Design video_fill_dma, sky130hd; sources not shown.
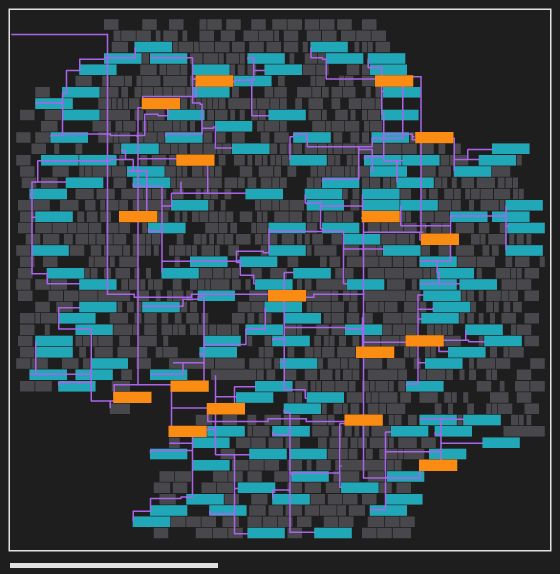
Fig. 1. Clock network drawn from the DEF (run 1).
The bar under the picture is 50 um long.
cells driving clock nets -> orange  # count 17
flip-flops -> cyan  # count 132
clock wires -> purple  # length 1,780 um
routed clock nets = 18
Clock Power Share: 19.2%
Insertion Delay late pin: 0.43 ns
clock distribution power: 0.00171 W

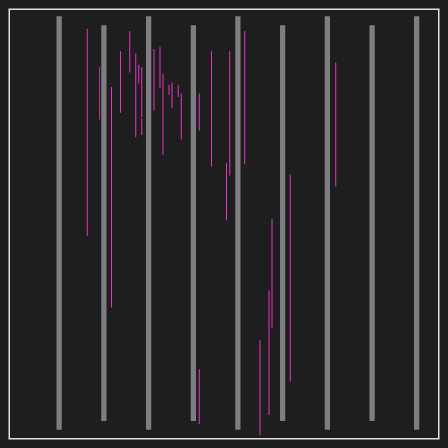
Fig. 2. Metal 4 (run 1).
Supply wires on this layer in gray.
main direction = vertical
share of all routed wire = 3.2%
nets with wire on the layer = 24
wire length on this layer = 663 um
longest straight run = 66.6 um
final wirelength: 20.5 mm
overall via count from detail_route: 7,020

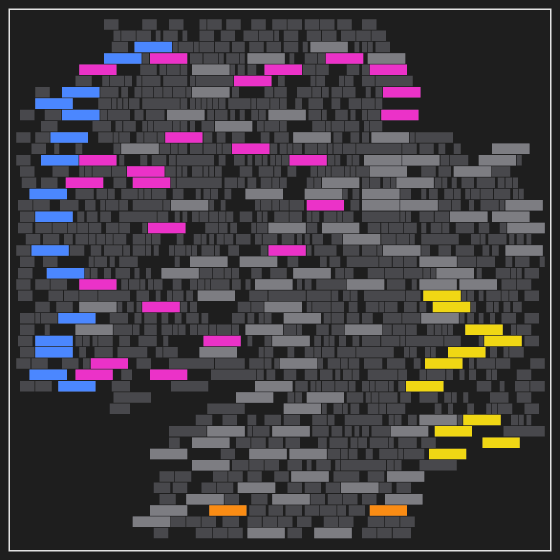
Fig. 3. Register map, names as in the netlist (run 1).
Other sequential cells in the stronger gray, the rest of the logic in the fainter gray.
u_addr_gen/pitch_r -> blue  # sequential cells 16
sdram_wmask -> orange  # sequential cells 2
u_addr_gen/height_r -> yellow  # sequential cells 11
u_addr_gen/row_base_r -> magenta  # sequential cells 24
Flop+latch power: 0.00235 W
final core utilization: 64.3%
register fraction of the total cell area: 32.2%
total area of sequential cells: 0.00330 sq mm

==> git commit body, run 1 <==
Update PnR metrics after Yosys + OpenROAD run

* Result of the run: completed
- Buffers outside the clock tree occupy between 10% and 20% of the routed design's cell area.
- Largest family of logic cells by area: AND-OR/OR-AND gates
- The core region is about 0.016 sq mm.
- The global routing report lists combined usage of all routing layers as 25.8%.
- Summing every instance area after synthesis gives ~0.008 sq mm.
* Clock buffers and inverters, area share: about 6.3%
- Looking at the clock tree report, the root buffer type is clkbuf_16.
- Standard cell area after detailed placement: roughly 0.0096 sq mm
* Crit path buffers/inverters: 2
* Final count of negative-setup-slack endpoints: 0
- In the synthesized netlist the dominant register cell turns out to be dfrtp_1.
* Shortest clock period the worst path allows after layout: 3.71 ns
- Path depth of the worst reg2reg path: 16
- The plain and repair buffers instantiated in the layout total between 100 and 150.
- The analysis reports a worst IR drop on VDD of about 750 uV.
- Avg Inst Size Synth: around 9.5 sq um
* Chip height: 130 um
- Met2 GRT Util: about 40%
* Crit-path max cell delay: approximately 0.42 ns
- Count of nets left with antenna violations after detail routing: 0
* Count of instantiated cells in the yosys netlist: approximately 840
- Class of the tightest hold or removal check: register to register
- Residual DRC count: 0
- In the final design database the tool counted 1,098 nets.
* Setup tns final: 0 ns
- Growth of design area from synthesis to finish: 27.8%
- Clock-pin slew was measured on the worst setup and hold paths at about 0.060 ns.
- Met3 Wirelength: around 1.4 mm
* Max capacitance violation total: 0
- The slew check shows that the tightest pin keeps a relative margin of between 20 and 30%.
* Share of the final layout cell area in multi-input gates: a little over two fifths
- Met1 track utilization from global routing: between 30% and 40%
- The final timing report gives a worst setup slack of 0.287 ns.
## run 1: synthesized netlist by cell type, types with 22 or more instances
| master | n | area [sq um] |
|---|---|---|
| nand3_1 | 27 | 135 |
| xnor2_1 | 35 | 307 |
| dfrtp_1 | 132 | 3300 |
| mux2_2 | 37 | 417 |
| xor2_1 | 28 | 245 |
| a21oi_1 | 57 | 285 |
| ha_1 | 45 | 563 |
| clkbuf_1 | 22 | 82.6 |
| o21ai_0 | 70 | 350 |
| nor2_1 | 56 | 210 |
| inv_1 | 36 | 135 |
| nand2_1 | 94 | 353 |
## run 1: cells in the final DEF (no fill, tap or decap), types with 28 or more instances in the layout
master,count
clkdlybuf4s50_1,130
inv_1,35
nor2_1,53
ha_1,45
dfrtp_1,132
a21oi_1,56
mux2_2,37
xor2_1,28
xnor2_1,35
nand2_1,94
o21ai_0,69
==> run 1 -> run 2 <==
--- a/config.mk
+++ b/config.mk
@@ -8,7 +8,7 @@
 export CORE_UTILIZATION = 49
 export CTS_CLUSTER_DIAMETER = 120
 export DETAILED_ROUTE_END_ITERATION = 8
-export PLACE_DENSITY = 0.87
+export PLACE_DENSITY = 0.84
 export SYNTH_ARGS = -nofsm -noshare
 export SYNTH_HDL_FRONTEND = slang
 export SYNTH_HIERARCHICAL = 1
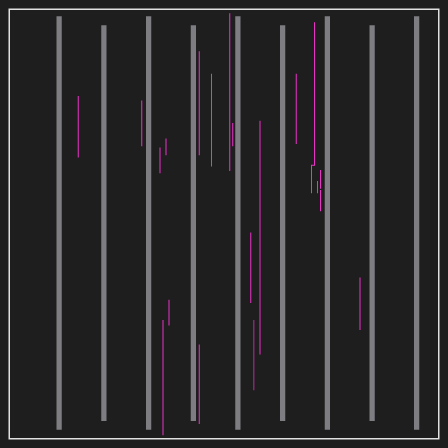
Fig. 4. Metal 4 (run 2).
Supply wires on this layer in gray.
nets with wire on the layer = 17
longest straight run = 70.7 um
main direction = vertical
share of all routed wire = 2.1%
wire length on this layer = 441 um
final wirelength: 20.6 mm
overall via count from detail_route: 6,985

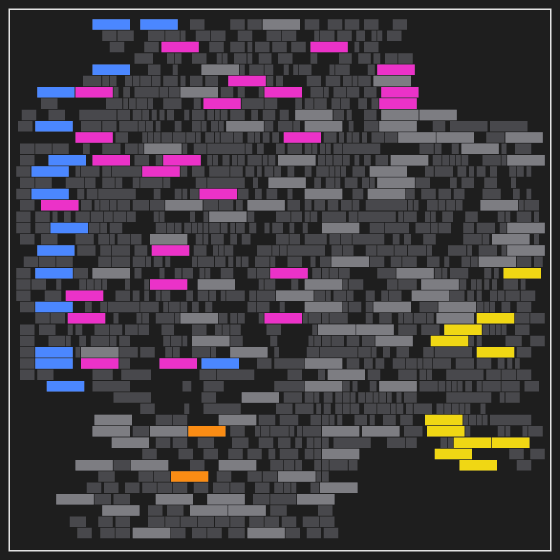
Fig. 5. Register map, names as in the netlist (run 2).
Other sequential cells in the stronger gray, the rest of the logic in the fainter gray.
u_addr_gen/row_base_r -> magenta  # sequential cells 24
sdram_wmask -> orange  # sequential cells 2
u_addr_gen/pitch_r -> blue  # sequential cells 16
u_addr_gen/height_r -> yellow  # sequential cells 11, where bottom right
not colored = 79
Flop+latch power: 0.00234 W
register fraction of the total cell area: 32.4%

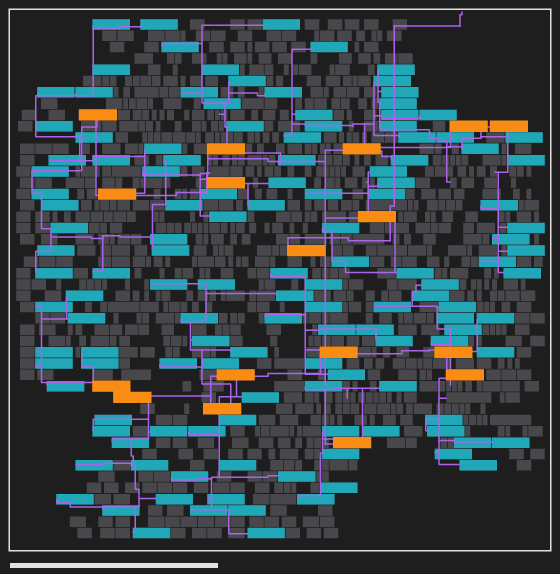
Fig. 6. Clock network drawn from the DEF (run 2).
The bar under the picture is 50 um long.
cells driving clock nets -> orange  # count 17
flip-flops -> cyan  # count 132
clock wires -> purple  # length 1,730 um
flops lie = spread over the die
Insertion Delay late pin: 0.42 ns
Clock Power Share: 16.8%
clock distribution power: 0.00146 W

==> run 2 against run 1 <==
  * Via count decreased by 0.50%
  * Clock-buffer cell count grew 2
  * Non-clock buffer count grew 5
  * Setup slack got worse by 0.050 ns
  * Clock power decreased by 15%
  * Register-to-register slack got worse by 0.05 ns
  * Highest routed layer unchanged
==> git commit body, run 2 <==
Update PnR metrics after Yosys + OpenROAD run

* Buffer share of cell area: 14.4% (was 14.1%)
- Largest family of logic cells by area: AND-OR/OR-AND gates (unchanged)
- Number of nets produced by synthesis: 974 (unchanged)
- The count of tool warnings is 31 (was 33).
- The logic share of the area was 43.8% (was 43.4%).
- The CTS tree is built (unchanged).
- Required time at the worst-slack endpoint: 4.25 ns (was 4.26 ns)
- Highest clock rate: 266 MHz (was 269 MHz)
- Worst max-slew margin expressed relative to the limit: 30.5% (was 28.1%)
* Cell type contributing the most total cell area after synthesis: dfrtp_1 (unchanged)
- The number of nets in the finished design came to 1,103 (was 1,098).
* Comb power: 0.00486 W (was 0.00487 W)
* Buffers outside the clock class: 149 (was 144)
- The area occupied by registers was 0.00330 sq mm (unchanged).
- Residual DRC count: 0 (unchanged)
* Worst-path clk slew: 0.06 ns (about the same)
- Series of cell instances along the critical path: ha_1 -> and3_1 -> nand3_1 -> nor3_1 -> xor2_1 -> ha_1 -> a21oi_2 -> o31ai_4 -> a41oi_4 -> buf_4 -> buf_4 -> o21a_4 -> buf_4 -> nand2_1 -> a221oi_1 -> nor2_1 (was and3_1 -> nand3_2 -> nor2_1 -> nand3_1 -> xnor2_1 -> ha_1 -> a21o_1 -> a21oi_2 -> o31ai_4 -> a41oi_4 -> buf_6 -> o21a_4 -> buf_4 -> nand2_1 -> a221oi_1 -> nor2_1).
- The count of H-tree levels built during CTS came to 4 (unchanged).
- The hold violation count in the final report was 0 (unchanged).
* Final count of negative-setup-slack endpoints: 0 (unchanged)
- Number of antenna violations at the first check in global routing: 0 (unchanged)
- The worst path setup slack after routing was 0.237 ns (was 0.287 ns).
- Gpl congestion: 0.919 (was 0.892)
- The cell count listed in synth_stat.txt came to 842 (unchanged).
- Peak VDD IR: 516 uV (was 751 uV)
* Shortest clock period the worst path allows after layout: 3.76 ns (was 3.71 ns)
* Path depth of the worst reg2reg path: 16 (unchanged)
- Most frequent logic cells in the routed design: dfrtp_1, clkdlybuf4s50_1, nand2_1, o21ai_0, a21oi_1 (unchanged).
- Most frequent cells after synthesis: dfrtp_1, nand2_1, o21ai_0, a21oi_1, nor2_1 (unchanged).
- Cells on Worst Hold Path: 1 (unchanged)
- The most used flip-flop cell after synthesis is dfrtp_1 (unchanged).
- The max capacitance violation total came to 0 (unchanged).
- The number of logic gates is 635 (unchanged).
- Chip height: 130 um (unchanged)
- The detailed-routed wire length on met3 came to 1.30 mm (was 1.41 mm).
- Result of the run: completed (unchanged).
* Growth of design area from synthesis to finish: 27.0% (was 27.8%)
- The quantity of hold-fixing buffers added after cts was 0 (unchanged).
* Global Route Usage Sum: 25.4% (was 25.8%)
- The total core area came to 0.0159 sq mm (unchanged).
- Most numerous logic cell after layout: dfrtp_1 (unchanged)
- The average footprint of a synthesized cell was 9.53 sq um (unchanged).
* Most frequent cell after synthesis: dfrtp_1 (unchanged)
- The buffers plus inverters on the worst setup path was 3 (was 2).
- Cell leakage power: 4.39 nW (was 4.40 nW)
* Synthesized cell area: 0.00803 sq mm (unchanged)
- Yosys top cell area share: 41.2% (unchanged)
-- run 2: cell counts after synthesis --
No cell type changed its count.
-- run 2: per-stage QoR --
| step | hold slack (ns) | TNS, ns | utilization, % | instance area [sq um] | power [W] |
|---|---|---|---|---|---|
| detailed placement | 0.434 | 0 | 60.0 | 9560 | 0.00713 |
| CTS | 0.448 | 0 | 63.4 | 10100 | 0.00864 |
| floorplan | 0.431 | 0 | - | 8030 | 0.00594 |
| global route | 0.467 | -0.0620 | 63.9 | 10200 | 0.00916 |
| finish | 0.444 | 0 | 63.9 | 10200 | 0.00867 |
| global placement | 0.425 | 0 | 60.0 | 9560 | 0.00702 |
-- run 2: routing by layer --
layer	GRT usage, %	vias to the layer above
met5	0	-
met1	32.8	3390
met2	42.2	267
met4	8.41	0
li1	-	3283
met3	5.58	45
No activity file was given, so power comes from the tool's default toggle rates.
